`config.mk`:
```
export PLATFORM = sky130hd
export DESIGN_NAME = irq_ctrl_flat
export DESIGN_NICKNAME = d
export VERILOG_FILES = /design/src/rtl/irq_ctrl_if.sv /design/src/rtl/irq_ctrl.sv /design/src/flat_wrapper.sv
export SDC_FILE = /design/constraint.sdc
export NUM_CORES = 1
export LEC_CHECK = 0
export CAP_MARGIN = 25
export CORE_MARGIN = 5
export CORE_UTILIZATION = 38
export DETAILED_ROUTE_END_ITERATION = 10
export GPL_ROUTABILITY_DRIVEN = 0
export GPL_TIMING_DRIVEN = 0
export PLACE_DENSITY = 0.88
export SETUP_SLACK_MARGIN = 0.5
export SYNTH_ARGS = -nofsm -noshare
export SYNTH_HDL_FRONTEND = slang
export SYNTH_SLANG_ARGS = --single-unit
```
`constraint.sdc`:
```
create_clock -name clk -period 1.65 [get_ports clk]
set_clock_uncertainty 0.15 [all_clocks]
set_input_delay 0.4125 -clock clk [delete_from_list [all_inputs] [get_ports clk]]
set_output_delay 0.4125 -clock clk [all_outputs]
set_load 0.02 [all_outputs]
```
`src/rtl/irq_ctrl_if.sv`:
```
// Bridge register port plus CPU interrupt handshake for irq_ctrl.
// Slave is the controller; master is the bridge/CPU side.
interface irq_ctrl_if #(parameter int N = 6);
  logic [31:0]  Addr;
  logic         WE;
  logic [31:0]  Din;
  logic [31:0]  Dout;
  logic         irq_req;
  logic         irq_ack;
  logic [2:0]   vector;
  logic [N-1:0] HWInt;

  modport slave  (input  Addr, WE, Din, irq_ack,
                  output Dout, irq_req, vector, HWInt);
  modport master (output Addr, WE, Din, irq_ack,
                  input  Dout, irq_req, vector, HWInt);
endinterface

```
`src/rtl/irq_ctrl.sv`:
```
// Interrupt controller: synchronises N sources, latches pending bits (edge or level),
// masks and resolves fixed priority, and runs a req/ack/EOI handshake with the CPU.
module irq_ctrl #(
   parameter int             N        = 6,
   parameter logic [N-1:0]   MODE_RST = '0
) (
   input  logic         clk,
   input  logic         reset,
   input  logic [N-1:0] irq_src,
   irq_ctrl_if.slave    bus
);

   typedef enum logic [1:0] {IDLE, REQ, SERV} state_t;

   state_t       state, state_next;
   logic [N-1:0] s1, s2, s3;
   logic [N-1:0] pend, pend_next, mask, mode, hwint;
   logic [N-1:0] eff, rise, clr;
   logic [2:0]   vector, vector_next, vector_d;
   logic [1:0]   sel;
   logic         wr_pend, wr_mask, wr_mode, eoi, ack_take;
   logic         unused_bits;

   assign sel     = bus.Addr[3:2];
   assign wr_pend = bus.WE && (sel == 2'd0);
   assign wr_mask = bus.WE && (sel == 2'd1);
   assign wr_mode = bus.WE && (sel == 2'd2);
   assign eoi     = bus.WE && (sel == 2'd3);
   assign unused_bits = ^{bus.Addr[31:4], bus.Addr[1:0], bus.Din};

   assign eff  = pend & mask;
   assign rise = s2 & ~s3;

   always_comb begin
      vector_next = '0;
      for (int i = N - 1; i >= 0; i--)
         if (eff[i]) vector_next = 3'(i);
   end

   // An ack with nothing eligible (eff==0) must not clear anything.
   assign ack_take = bus.irq_ack && (state == REQ) && (|eff);

   always_comb begin
      clr       = '0;
      pend_next = '0;
      for (int i = 0; i < N; i++) begin
         clr[i]       = (wr_pend && bus.Din[i]) || (ack_take && (vector_next == 3'(i)));
         pend_next[i] = mode[i] ? (rise[i] | (pend[i] & ~clr[i])) : s2[i];
      end
   end

   always_comb begin
      state_next = state;
      vector_d   = vector;
      case (state)
         IDLE: if (|eff) state_next = REQ;
         REQ: begin
            if (ack_take) begin
               state_next = SERV;
               vector_d   = vector_next;
            end else if (!(|eff)) begin
               state_next = IDLE;
            end
         end
         SERV: if (eoi) state_next = IDLE;
         default: state_next = IDLE;
      endcase
   end

   always_ff @(posedge clk or negedge reset) begin
      if (!reset) begin
         s1     <= '0;
         s2     <= '0;
         s3     <= '0;
         pend   <= '0;
         mask   <= '0;
         mode   <= MODE_RST;
         hwint  <= '0;
         vector <= '0;
         state  <= IDLE;
      end else begin
         s1     <= irq_src;
         s2     <= s1;
         s3     <= s2;
         pend   <= pend_next;
         hwint  <= eff;
         vector <= vector_d;
         state  <= state_next;
         if (wr_mask) mask <= bus.Din[N-1:0];
         if (wr_mode) mode <= bus.Din[N-1:0];
      end
   end

   always_comb begin
      bus.Dout = '0;
      case (sel)
         2'd0: bus.Dout = {{(32-N){1'b0}}, pend};
         2'd1: bus.Dout = {{(32-N){1'b0}}, mask};
         2'd2: bus.Dout = {{(32-N){1'b0}}, mode};
         default: bus.Dout = {state == SERV, state == REQ, 27'b0, vector};
      endcase
   end

   assign bus.irq_req = (state == REQ);
   assign bus.vector  = vector;
   assign bus.HWInt   = hwint;

endmodule

```
`src/flat_wrapper.sv`:
```
// flat-port wrapper written by rule: the top's interface ports become plain ports
module irq_ctrl_flat 
#(
   parameter int             N        = 6,
   parameter logic [N-1:0]   MODE_RST = '0
)
  (clk, reset, irq_src, bus_Addr, bus_WE, bus_Din, bus_irq_ack, bus_Dout, bus_irq_req, bus_vector, bus_HWInt);
  irq_ctrl_if #(.N(N)) bus_i ();
  input  logic clk;
  input  logic reset;
  input  logic [N-1:0] irq_src;
  input wire logic [$bits(bus_i.Addr)-1:0] bus_Addr;
  input wire logic [$bits(bus_i.WE)-1:0] bus_WE;
  input wire logic [$bits(bus_i.Din)-1:0] bus_Din;
  input wire logic [$bits(bus_i.irq_ack)-1:0] bus_irq_ack;
  output wire logic [$bits(bus_i.Dout)-1:0] bus_Dout;
  output wire logic [$bits(bus_i.irq_req)-1:0] bus_irq_req;
  output wire logic [$bits(bus_i.vector)-1:0] bus_vector;
  output wire logic [$bits(bus_i.HWInt)-1:0] bus_HWInt;
  assign bus_i.Addr = bus_Addr;
  assign bus_i.WE = bus_WE;
  assign bus_i.Din = bus_Din;
  assign bus_i.irq_ack = bus_irq_ack;
  assign bus_Dout = bus_i.Dout;
  assign bus_irq_req = bus_i.irq_req;
  assign bus_vector = bus_i.vector;
  assign bus_HWInt = bus_i.HWInt;
  irq_ctrl #(.N(N), .MODE_RST(MODE_RST)) u_core (.clk(clk), .reset(reset), .irq_src(irq_src), .bus(bus_i));
endmodule
```
==> run notes, run 1 <==
yosys + openroad results -> tool warnings=87, number of cells in Yosys stat=165, initial DRC count=57, Pins Over Slew Limit=0, Reg clk slew, reported paths=about 0.090 ns, pwr dens=1230 mW/mm^2, Max stage delay on crit path=0.48 ns, vias in the first global route=~1,800, Worst Hold Class=primary input to asynchronous set/reset pin, clk_lat worst skew=0.31 ns, run status=finished, violations left, CP endpoint kind=primary output, Hold Slack=-0.0607 ns, switch share=0.339, number of synthesized flops with an enable pin=0, switching pwr=approximately 0.0014 W, vias per std cell=4.77, delay-heaviest family, CP=multiplexers, Hold Vio Cnt, Final=22, Peak VDD IR=510 uV, row count=26, core box area=0.00517 mm^2, largest net degree at the start of global routing=26, failing checks=negative hold slack, negative setup slack, synth cell count leaders=dfrtp_1 (47), buf_4 (24), nand2_1 (24), top cells by area=dfrtp_1 (58%), buf_4 (8.8%), mux2_2 (6.6%), WP buf/inv=1, setup violators final=17, Final Cycle Share=1.17, area reported by Yosys stat=0.00204 mm^2, cell with the most instances after synthesis=dfrtp_1, fraction of layout cells with a size suffix above 1=0.518, die area=0.00694 mm^2, Worst Path Max Fanout=4, crit-path cells=mux4_2 > buf_6, share of the synthesized area in the top cell type=0.576, PnR worst setup slack=-0.275 ns, Fin Setup TNS=-1.72 ns, Final #Nets=345, Ports=116, filler instances=between 300 and 400, initial antenna violation count=0, CTS tree=done, FF-to-FF path depth=7, RSZ-0062 raised after global routing=yes, htree depth=2, DRC=0, Leakage=1.64 nW, cts bufs inserted=5, worst rel slew slack=0.628, Clock Tree Root=clkbuf_8, DIE WIDTH=83.3 um, Die H=83.3 um, internal power=0.00267 W, global-route usage over all layers=0.164, YS warnings=0, CP max-delay cell=mux4_2, max-cap viol count=0, Critical Path AT=1.36 ns, first-pass GRT wire length=roughly 8900 um, routed wire length per instance=16.9 um, Post-synth seq share=0.576, Post-Syn Area=0.00204 mm^2, Antenna Cells=0
==> run 1: power by group through the flow <==
stage / Combinational, W / Clock, W / Sequential [W]
floorplan: 0.000639 / 0 / 0.00156
global placement: 0.00107 / 0 / 0.00151
detailed placement: 0.00111 / 0 / 0.00152
CTS: 0.00155 / 0.000678 / 0.00147
global route: 0.00198 / 0.000745 / 0.00152
finish: 0.00188 / 0.000672 / 0.00149
==> run 1: cells in the final DEF (no fill, tap or decap), drive strengths merged, types with 2 or more instances in the layout <==
master / synthesis / routed
nor2: 2 / 2
a21oi: 6 / 6
dfrtp: 47 / 47
nand2: 24 / 24
o21ai: 5 / 5
mux4: 3 / 3
inv: 5 / 5
a22o: 6 / 6
nand4: 2 / 2
mux2i: 3 / 3
and3: 3 / 3
dlygate4sd2: 0 / 2
conb: 1 / 24
a22oi: 2 / 2
clkdlybuf4s50: 0 / 12
nand3: 3 / 3
clkbuf: 0 / 7
mux2: 12 / 12
buf: 27 / 89
and2b: 2 / 2
==> run 1: cell type report <==
cell class	count	area, um^2	share of cell area
inverter	5	18.8	0.00570
sequential	47	1180	0.357
timing repair buffer	76	774	0.235
clock buffer	7	76.3	0.0232
buffer	27	223	0.0676
multi-input combinational	109	932	0.283
clock inverter	1	5.00	0.00152
tap	70	87.6	0.0266
==> run 1: state kept, by name (all words and copies together) (netlist names) <==
signal,flops
u_core.bus.HWInt,6
u_core.pend,6
u_core.s1,6
u_core.mask,6
u_core.state,2
u_core.s2,6
u_core.s3,6
u_core.bus.vector,3
u_core.mode,6
==> run 1: worst reg2reg max path, delay by kind of cell (launching register included) <==
| family | cells | cell delay [ns] |
|---|---|---|
| simple gates | 3 | 0.56 |
| compound gates | 1 | 0.24 |
| buf+inv | 3 | 0.32 |
| flops | 1 | 0.40 |
==> run 1: metal layers <==
layer | track usage | wire [um]
met1 | 0.168 | 2060
met2 | 0.303 | 3170
met3 | 0.0446 | 362
met4 | 0.0788 | 191
met5 | 0 | 0
==> run 1: repair_timing <==
action	in CTS	in global routing
hold endpoints to repair	22	22
gates resized	159	18
buffers inserted	29	10
gates cloned	1	0
setup endpoints to repair	41	41
pin swaps	13	15
==> run 1: through the flow <==
stage | area [um^2] | power [W] | hold slack, ns | std cells | util
global route | 3290 | 0.00424 | -0.0241 | 342 | 0.637
floorplan | 2210 | 0.00220 | -0.0331 | 188 | -
detailed placement | 2670 | 0.00263 | 0.186 | 294 | 0.517
finish | 3290 | 0.00404 | -0.0607 | 342 | 0.637
global placement | 2650 | 0.00259 | 0.181 | 293 | 0.513
CTS | 3140 | 0.00370 | -0.0451 | 332 | 0.608
==> run 1: logic make-up (layout without fill, tap and decap cells) <==
family	count (synthesis)	after routing	share of synthesized area
flops	47	47	0.576
simple gates	41	41	0.102
buf+inv	32	116	0.108
compound gates	26	26	0.0987
mux	18	18	0.114
other cells	1	24	0.00184
==> run 1: path summary, 6_finish.rpt <==
path                            startpoint        endpoint
max in group asynchronous            reset    u_core.s2[0]
min reg2reg                   u_core.s1[3]    u_core.s2[3]
min in group clk              u_core.s1[3]    u_core.s2[3]
min                                  reset  u_core.pend[2]
max                         u_core.mode[2]     bus_Dout[2]
max reg2reg                u_core.state[0]  u_core.pend[4]
Fig. 1: run 1, wire density map
The die is cut into 17 by 17 equal tiles; white is low, dark blue is high, scaled to the fullest tile. Values are wire area over tile area, all layers added.
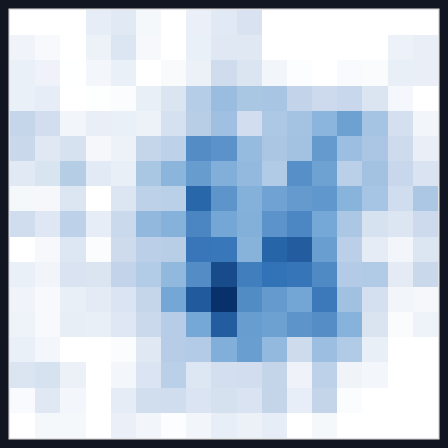
fullest tile	0.60
nearly empty tiles	17%
tiles over half the peak	14%
mean over tiles	0.14
densest ninth of the die	middle

Fig. 2: run 1, metal 2
Bar = 20 um.
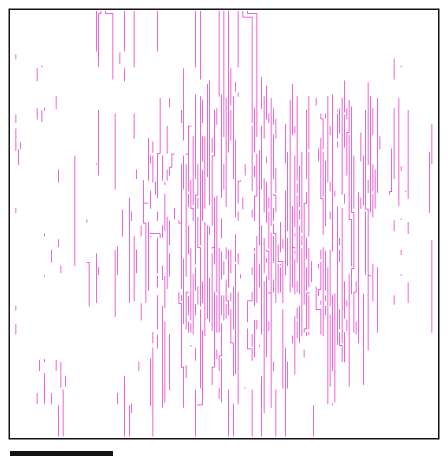
main direction	vertical
longest straight run	37.4 um
drt total wl: 5780 um
vias post-DR: 1,633
routing usage on met2: 0.303

Fig. 3: run 1, cell outlines without signal wires
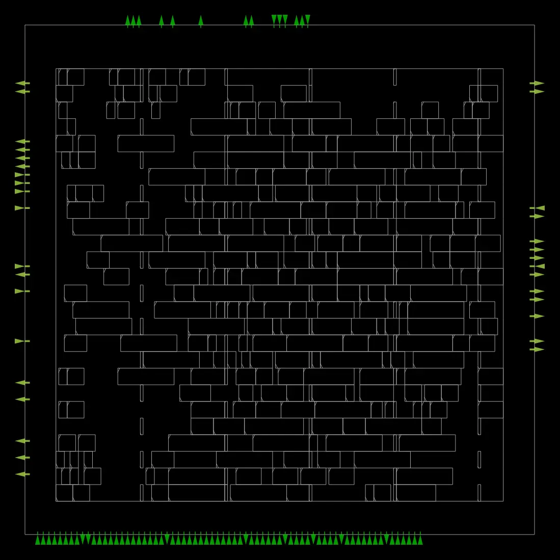
fraction of area in registers: 0.357
post-layout util: 0.637

## Run 2: what changed since run 1
--- a/config.mk
+++ b/config.mk
@@ -6,11 +6,9 @@
 export NUM_CORES = 1
 export LEC_CHECK = 0
 export CAP_MARGIN = 25
-export CORE_MARGIN = 5
 export CORE_UTILIZATION = 38
 export DETAILED_ROUTE_END_ITERATION = 10
 export GPL_ROUTABILITY_DRIVEN = 0
-export GPL_TIMING_DRIVEN = 0
 export PLACE_DENSITY = 0.88
 export SETUP_SLACK_MARGIN = 0.5
 export SYNTH_ARGS = -nofsm -noshare
==> run 2 against run 1 <==
Net effect:
- the run ends with negative setup slack left
- largest power group unchanged
- combinational power rose by 11%
- utilization up 0.84 points
- total power rose by 5.1%
- global-route usage is 2.6 points higher
- synthesized area unchanged
- sequential share of layout area shrank 0.28 points
==> run notes, run 2 <==
yosys + openroad results -> max-cap viol count=0, ys flop type=dfrtp_1, CP Data Required Time=roughly 1.1 ns, vias in the first global route=1,640, Antenna Cells=0, Top cells excl fill/tap=buf_6 (50), dfrtp_1 (47), buf_4 (34), CTS tree=done, internal power=0.00281 W, first-pass GRT wire length=7560 um, number of port buffers=35, failing checks=negative setup slack, Post-Syn Area=0.00204 mm^2, Pins Over Slew Limit=0, Comb pwr share=0.491, Mean Syn Cell Area=12.4 um^2, tool warnings=85, synth cell count leaders=dfrtp_1 (47), buf_4 (24), nand2_1 (24), DIE WIDTH=75.3 um, Max Buffers Root-to-Sink=2, Crit Path Class=flip-flop to primary output, switching pwr=about 0.0014 W, vias post-DR=1,633, clk_lat worst skew=0.31 ns, Leakage=1.62 nW, Hold Vio Cnt, Final=0, top cells by area=dfrtp_1 (58%), buf_4 (8.8%), mux2_2 (6.6%), GRT Residual Overflow=0, power share of the clock group=0.162, pwr dens=1280 mW/mm^2, die area=approximately 0.0057 mm^2, most common logic cell in the routed design=buf_6, ys async rst share=1.00, cell taking the most area after synthesis=dfrtp_1, initial antenna violation count=0, run status=finished, violations left, Final Cycle Share=1.19, Worst Hold Class=flip-flop to flip-flop, number of synthesized flops with an enable pin=0, Flop area=0.00118 mm^2, post-synthesis cell count=approximately 170, CP max-delay cell=mux4_2, CP Launch Type=flip-flop, Placement Setup Slack=-1.03 ns, clk sink count=between 40 and 50, Worst Path Max Fanout=2, cts bufs inserted=5, Peak VDD IR=roughly 580 uV, Die H=75.3 um, Critical Path AT=about 1.4 ns, setup violators final=11, area reported by Yosys stat=0.00204 mm^2, vias per std cell=4.79, delay-heaviest family, CP=multiplexers, fin area=0.00332 mm^2, initial DRC count=68, row count=26, Fmax=511 MHz, Final min period=1.96 ns, Post-synth seq share=0.576, crit-path cells=mux4_2 > buf_6, Final #Nets=344, filler instances=385, initial core utilization=0.397, core box area=0.00514 mm^2, Max stage delay on crit path=around 0.51 ns, Hold Slack=0.203 ns, Comb area=943 um^2, Seq pwr share=0.346, CP endpoint kind=primary output, cell with the most instances after synthesis=dfrtp_1, number of cells in Yosys stat=165, largest net degree at the start of global routing=48, Post-synth regs=between 40 and 50, post-route ant nets=0, DRC=0, Placed Instance Area=around 0.0028 mm^2, WP buf/inv=1, Clock Tree Root=clkbuf_8, fraction of layout cells with a size suffix above 1=0.517, share of the synthesized area in the top cell type=0.576, 1st-pass router iterations=4, switch share=0.339, post-synth cell types=34, htree depth=2, PnR worst setup slack=-0.306 ns, HPWL Detailed=3250 um, Ports=116, RSZ-0062 raised after global routing=yes, YS warnings=0, Layout area overhead=62.4%, Reg clk slew, reported paths=0.09 ns
## run 2: through the flow
step           TNS, ns  power [W]   util  cells
5_1_grt          -1.77    0.00443  0.645    341
3_3_place_gp    -14.25    0.00284  0.542    312
2_1_floorplan        0    0.00220      -    188
3_5_place_dp    -14.71    0.00289  0.542    312
6_report         -1.43    0.00425  0.645    341
4_1_cts          -1.27    0.00386  0.605    328
## run 2: worst reg2reg max path, delay by kind of cell, from the launching register on
family,cells,cell delay [ns]
compound gates,3,0.55
buf+inv,3,0.45
flops,1,0.42
## run 2: worst paths after layout
kind	startpoint	end	slack (ns)	depth (start not counted)
setup reg to reg	u_core.pend[2]	u_core.state[1]	-0.04	6
max in group asynchronous	reset	u_core.s3[3]	0.68	3
min in group asynchronous	reset	u_core.s2[4]	0.45	3
setup / recovery	u_core.pend[2]	bus_Dout[2]	-0.31	2
hold / removal	u_core.s1[3]	u_core.s2[3]	0.20	0
hold reg to reg	u_core.s1[3]	u_core.s2[3]	0.20	0
## run 2: area by class of cell
class	count	share of cell area
sequential	47	0.355
clock buffer	6	0.0219
clock inverter	2	0.00377
timing repair buffer	102	0.303
multi-input combinational	109	0.284
inverter	5	0.00566
tap	70	0.0264
## run 2: metal layers
layer  GRT usage  up-vias  routed length, um
li1            -      738                  -
met1       0.202      815               2040
met2       0.346       59               3070
met3      0.0423       21                229
met4       0.105        0                204
met5           0        -                  0
## run 2: power groups by stage
stage	sequential (W)	combinational, W	clock, W
final	0.00147	0.00209	0.000690
after global routing	0.00148	0.00220	0.000741
after CTS	0.00145	0.00172	0.000689
after detailed placement	0.00146	0.00143	0
after global placement	0.00145	0.00139	0
after floorplan	0.00156	0.000639	0
## run 2: logic make-up after synthesis
| group | Yosys count | share of synthesized area |
|---|---|---|
| muxes | 18 | 0.114 |
| and+or+nand+nor | 41 | 0.102 |
| other | 1 | 0.00184 |
| buffers and inverters | 32 | 0.108 |
| AOI/OAI and AO/OA | 26 | 0.0987 |
| DFF | 47 | 0.576 |
## run 2: timing repair
| item | in CTS | in global routing |
|---|---|---|
| setup buffers | 7 | 13 |
| endpoints found under the hold margin | 47 | 0 |
| resized | 159 | 26 |
| endpoints found under the setup margin | 41 | 42 |
| pin swaps | 15 | 13 |
| hold buffers | 1 | 0 |
Fig. 4: run 2, wire density map
The die is cut into 15 by 15 equal tiles; white is low, dark blue is high, scaled to the fullest tile. Values are wire area over tile area, all layers added.
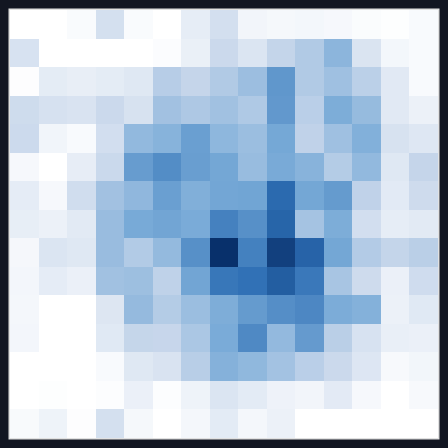
nearly empty tiles	14%
tiles over half the peak	16%
fullest tile	0.61
densest ninth of the die	middle
mean over tiles	0.16
drt total wl: 5540 um
global-route usage over all layers: 0.189
routed wire length per instance: 16.3 um

Fig. 5: run 2, metal 2
Bar = 20 um.
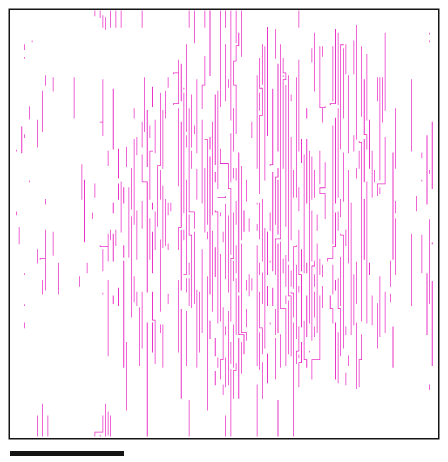
nets with wire on the layer	269
longest straight run	34.2 um
routing usage on met2: 0.346

No activity file was given, so power comes from the tool's default toggle rates.
